`config.mk`:
```
export PLATFORM = sky130hd
export DESIGN_NAME = ascon_perm_core
export DESIGN_NICKNAME = d
export VERILOG_FILES = /design/src/rtl/ascon_perm_core.sv
export SDC_FILE = /design/constraint.sdc
export NUM_CORES = 2
export LEC_CHECK = 0
export CORE_ASPECT_RATIO = 1.75
export CORE_MARGIN = 5
export CORE_UTILIZATION = 36
export CTS_BUF_LIST = sky130_fd_sc_hd__clkbuf_2
export CTS_CLUSTER_DIAMETER = 100
export DETAILED_ROUTE_END_ITERATION = 8
export PLACE_DENSITY = 0.5
export SLEW_MARGIN = 15
export SYNTH_ARGS = -nofsm -noshare
export SYNTH_HDL_FRONTEND = slang
export SYNTH_SLANG_ARGS = --single-unit
```
`constraint.sdc`:
```
create_clock -name clk -period 3.6 [get_ports clk]
set_input_delay 0.72 -clock clk [delete_from_list [all_inputs] [get_ports clk]]
set_output_delay 0.72 -clock clk [all_outputs]
set_load 0.02 [all_outputs]
```
`src/rtl/ascon_perm_core.sv`:
```
`default_nettype none
// ============================================================================
//  Module      : ascon_perm_core
//  Description : Ascon p^n permutation core (n = 1..12) with a word-addressed
//                320-bit state (x0 = word 0). Runs UNROLL rounds per clock;
//                unused stages in a partial last cycle are bypassed.
//                Optional macro ASCON_PERM_PERF_EN adds perm_count_o, a
//                32-bit count of completed permutations.
//  Revision    : 1.0 - initial release
// ============================================================================
module ascon_perm_core #(
    parameter int UNROLL = 1,
    parameter int WORD_W = 64
) (
    input  logic              clk,
    input  logic              rst,
    input  logic              start_perm_i,
    input  logic [3:0]        rounds_i,
    input  logic [2:0]        word_sel_i,
    input  logic [WORD_W-1:0] data_i,
    input  logic              write_en_i,
    input  logic              xor_en_i,
    output logic [WORD_W-1:0] data_o,
    output logic              ready_o,
    output logic              done_o
`ifdef ASCON_PERM_PERF_EN
    ,
    output logic [31:0]       perm_count_o
`endif
);

    if (UNROLL < 1 || UNROLL > 4) begin : g_bad_unroll
        $error("ascon_perm_core: UNROLL must be in 1..4");
    end
    if (WORD_W != 64) begin : g_bad_word_w
        $error("ascon_perm_core: WORD_W must be 64");
    end

    typedef logic [4:0][63:0] st_t;
    typedef enum logic [0:0] {ST_IDLE = 1'b0, ST_RUN = 1'b1} fsm_e;

    fsm_e       fsm_q, fsm_d;
    st_t        state_q, state_d;
    logic [3:0] ridx_q, ridx_d;
    logic [3:0] rem_q, rem_d;
    logic       done_q, done_d;
    st_t        perm_next;
    logic [3:0] step;
    logic       rounds_ok;

    function automatic logic [63:0] rotr(input logic [63:0] x, input int n);
        return (x >> n) | (x << (64 - n));
    endfunction

    // One full Ascon round: constant addition, bit-sliced S-box, linear layer.
    function automatic st_t round_f(input st_t s, input logic [3:0] r);
        logic [63:0] x0, x1, x2, x3, x4, t0, t1, t2, t3, t4;
        st_t         o;
        x0 = s[0]; x1 = s[1]; x2 = s[2]; x3 = s[3]; x4 = s[4];
        // Round constant byte is {15-r, r}.
        x2 = x2 ^ {56'd0, ~r, r};
        x0 = x0 ^ x4; x4 = x4 ^ x3; x2 = x2 ^ x1;
        t0 = ~x0 & x1; t1 = ~x1 & x2; t2 = ~x2 & x3; t3 = ~x3 & x4; t4 = ~x4 & x0;
        x0 = x0 ^ t1; x1 = x1 ^ t2; x2 = x2 ^ t3; x3 = x3 ^ t4; x4 = x4 ^ t0;
        x1 = x1 ^ x0; x0 = x0 ^ x4; x3 = x3 ^ x2; x2 = ~x2;
        o[0] = x0 ^ rotr(x0, 19) ^ rotr(x0, 28);
        o[1] = x1 ^ rotr(x1, 61) ^ rotr(x1, 39);
        o[2] = x2 ^ rotr(x2, 1)  ^ rotr(x2, 6);
        o[3] = x3 ^ rotr(x3, 10) ^ rotr(x3, 17);
        o[4] = x4 ^ rotr(x4, 7)  ^ rotr(x4, 41);
        return o;
    endfunction

    // Unrolled round chain; stages beyond the remaining count pass through.
    always_comb begin
        st_t s;
        s = state_q;
        for (int j = 0; j < UNROLL; j++) begin
            if (4'(j) < rem_q) begin
                s = round_f(s, ridx_q + 4'(j));
            end
        end
        perm_next = s;
        step      = (rem_q > 4'(UNROLL)) ? 4'(UNROLL) : rem_q;
        rounds_ok = (rounds_i != 4'd0) && (rounds_i <= 4'd12);
    end

    // Next-state logic: word access and start in IDLE, round progress in RUN.
    always_comb begin
        fsm_d   = fsm_q;
        state_d = state_q;
        ridx_d  = ridx_q;
        rem_d   = rem_q;
        done_d  = 1'b0;
        case (fsm_q)
            ST_IDLE: begin
                for (int w = 0; w < 5; w++) begin
                    if (word_sel_i == 3'(w)) begin
                        if (write_en_i) begin
                            state_d[w] = data_i;
                        end else if (xor_en_i) begin
                            state_d[w] = state_q[w] ^ data_i;
                        end
                    end
                end
                if (start_perm_i && rounds_ok) begin
                    fsm_d  = ST_RUN;
                    ridx_d = 4'd12 - rounds_i;
                    rem_d  = rounds_i;
                end
            end
            ST_RUN: begin
                state_d = perm_next;
                ridx_d  = ridx_q + step;
                rem_d   = rem_q - step;
                if (rem_q == step) begin
                    fsm_d  = ST_IDLE;
                    done_d = 1'b1;
                end
            end
            default: fsm_d = ST_IDLE;
        endcase
    end

    // State register with synchronous active-low reset.
    always_ff @(posedge clk) begin
        if (!rst) begin
            fsm_q   <= ST_IDLE;
            state_q <= '0;
            ridx_q  <= 4'd0;
            rem_q   <= 4'd0;
            done_q  <= 1'b0;
        end else begin
            fsm_q   <= fsm_d;
            state_q <= state_d;
            ridx_q  <= ridx_d;
            rem_q   <= rem_d;
            done_q  <= done_d;
        end
    end

    // Combinational word read; unmapped addresses read as zero.
    always_comb begin
        data_o = '0;
        for (int w = 0; w < 5; w++) begin
            if (word_sel_i == 3'(w)) begin
                data_o = state_q[w];
            end
        end
    end

    assign ready_o = (fsm_q == ST_IDLE);
    assign done_o  = done_q;

`ifdef ASCON_PERM_PERF_EN
    logic [31:0] perm_count_q, perm_count_d;

    // Completed-permutation counter, wraps naturally at 2^32.
    always_comb begin
        perm_count_d = perm_count_q + {31'd0, done_d};
    end

    // Counter register.
    always_ff @(posedge clk) begin
        if (!rst) begin
            perm_count_q <= 32'd0;
        end else begin
            perm_count_q <= perm_count_d;
        end
    end

    assign perm_count_o = perm_count_q;
`endif

endmodule
`default_nettype wire

```
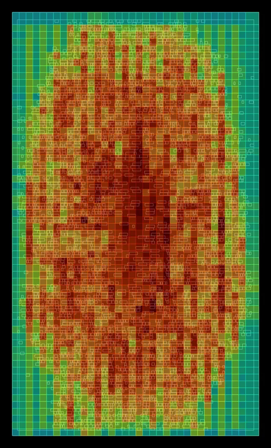
Figure 1: routing congestion map.
Final Core Density: 41.77%
met2 usage: 57.01%
drt wl/cell: 33.16 um
met3 Use GR: 5.641%
met1 usage: 37.80%

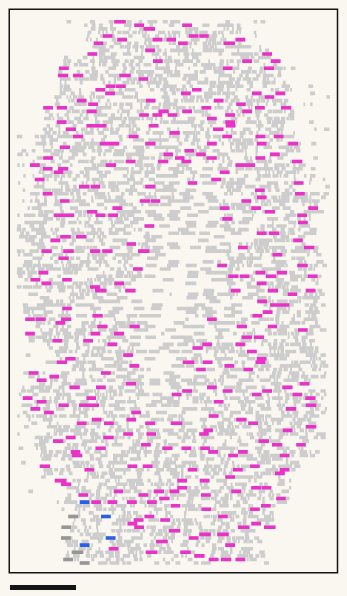
Figure 2: where the registers sit.
Scale bar: 50 um.
signal	color	flops	where
`state_q`	magenta	320	spread over the die
`ridx_q`	blue	4	lower left
not colored	6

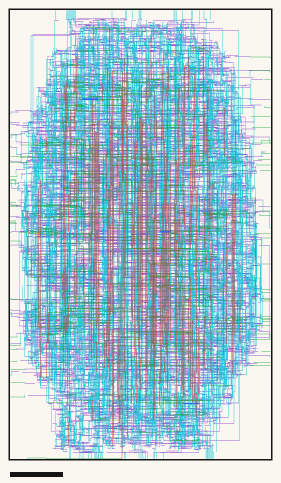
Figure 3: signal wires by layer.
Scale bar: 50 um.
layer	color	wire length
metal 3	green	11800 um
metal 5	blue	36.8 um
metal 4	red	18700 um
metal 2	cyan	88.3 mm
metal 1	purple	65.4 mm

worst min-delay path by stage:
stage,to,cells past startpoint
after floorplan,state_q[128],2
after global placement,state_q[128],2
after detailed placement,state_q[132],2
after CTS,state_q[299],3
after global routing,state_q[271],3
final,state_q[274],3
timing repair:
action / 4_1_cts / 5_1_grt
hold endpoints to repair: 80 / 0
setup endpoints to repair: 51 / 0
setup buffers: 14 / 0
hold buffers: 6 / 0
gates resized: 303 / 0
flip-flops by register name, summed over array words and instances, names as in the netlist:
register	count
state_q	320
rem_q	4
ridx_q	4
done_o	1
fsm_q	1
layout by cell type, fill, tap and decap left out, types with 133 or more instances in the layout:
cell,count
xnor2_1,685
nand2_1,379
buf_4,278
xnor3_1,254
o21ai_0,248
dfxtp_1,234
inv_1,187
nor2_1,158
clkbuf_2,138
a21oi_1,136
xor2_1,135
ha_1,133
through the flow:
stage | TNS, ns | power, mW | hold WS (ns) | setup WS [ns]
final | 0 | 36.08 | 0.2185 | 0.1557
after global routing | 0 | 36.35 | 0.2177 | 0.05970
after CTS | -0.03418 | 35.64 | 0.02927 | -0.01712
after detailed placement | -2.360 | 32.26 | 0.5006 | -0.1580
after global placement | -10.09 | 32.38 | 0.4897 | -0.4674
after floorplan | 0 | 20.29 | 0.4661 | 0.5343
report_power, final:
| part | switching [mW] | leakage, nW | internal, mW | total (mW) |
|---|---|---|---|---|
| sequential | 0.757 | 2.74 | 4.14 | 4.90 |
| combinational | 15.4 | 12.8 | 12.7 | 28.1 |
| clock | 2.08 | 0.619 | 1.02 | 3.09 |
metal layers:
layer,routed length [um],part of all wire [%]
met1,65420,36
met3,11830,6.4
met5,36,0.020
met4,18670,10
met2,88300,48
==> results.tsv <==
stage	metric	value	unit
logic_synthesis	topCombFamilyByArea	XOR/XNOR gates	
cells_and_area	seq_area	0.006769	mm^2
logic_synthesis	top_cell	xnor2_1	
placed_design	portBuffers	141	
setup_path	r2r_end	state_q[232]	
setup_path	arrival	2.72	ns
logic_synthesis	ys_seq_share	18.52	%
logic_synthesis	syn_area	0.03567	mm^2
logic_synthesis	aoi_share	16.93	%
logic_synthesis	xor_share	37.17	%
power	p_leak	16.12	nW
drt	drc	0	
floorplanning	pin_count	142	
logic_synthesis	synthTopCellsByArea	dfxtp_1 19%, xnor2_1 17%, xnor3_1 16%, ha_1 4.7%, mux4_2 4.0%	
sta	hold_viol	0	
logic_synthesis	flop_cell	dfxtp_1	
logic_synthesis	synth_cell_types	71	
status	status	complete, no violations	
cts	cts-root-buf	clkbuf_2	
cells_and_area	drive_above_1_share	17.30	%
setup_path	crit_slowest_cell	mux4_2	
floorplanning	fp.coreArea	0.09832	mm^2
setup_path	cp-end-kind	primary output	
logic_synthesis	avgSynthCellArea	9.083	um^2
cells_and_area	antenna_cells	6	
cells_and_area	instances_no_fill	5557	
logic_synthesis	common_cells	687 x xnor2_1, 379 x nand2_1, 330 x dfxtp_1	
logic_synthesis	synth-adder-area-share	6.265	%
sta	rsz0062_at_grt	no	
job	warnings	30	
setup_path	cp_max_fo	4	
grt	antenna_found_initial	7	
logic_synthesis	ys_cells	3927	
cells_and_area	comb_area_share	66.23	%
cells_and_area	clock_area_share	1.922	%
sta	finClkSkew	0.1176	ns
logic_synthesis	synth-warning-count	0	
cells_and_area	comb_cells	3116	
grt	grt_pass1_vias	30830	
drt	vias_per_cell	5.803	
setup_path	worstPathRequired	2.88	ns
setup_path	cp.depth	4	
grt	grt_pass1_wl	251000	um
logic_synthesis	edf_count	0	
sta	drv_slew	0	
setup_path	crit_chain	buf_4, mux4_2, a22o_1, buf_2	
cells_and_area	fin_area	0.04107	mm^2
setup_path	crit_start	state_q[185]	
logic_synthesis	synth-async-reset-ratio	0	%
cells_and_area	fin_nets	4389	
grt	grt-ovfl-total	0	
cells_and_area	area_growth	15.13	%
job	max-cap-violations	0	
cells_and_area	n_fill_cell	9815	
cells_and_area	flop-count	330	
setup_path	r2r_cells	7	
cells_and_area	sh_seq_area	16.48	%
sta	post-route-period-util	95.68	%
floorplanning	fp_util	36.28	%
drt	vias	32250	
floorplanning	tap_cells	1309	
min_path	worstHoldStart	data_i[18]	
sta	fin_crit	3.444	ns
grt	grt_max_degree	72	
floorplanning	rows	152	
cts	cts_tree	done	
sta	finalSetupViolations	0	
logic_synthesis	top_area_cell	dfxtp_1	
drt	drtIter0Drc	3368	
logic_synthesis	synth-seq-cells	330	
sta	relSlewSlack	17.65	%
No activity file was given, so power comes from the tool's default toggle rates.
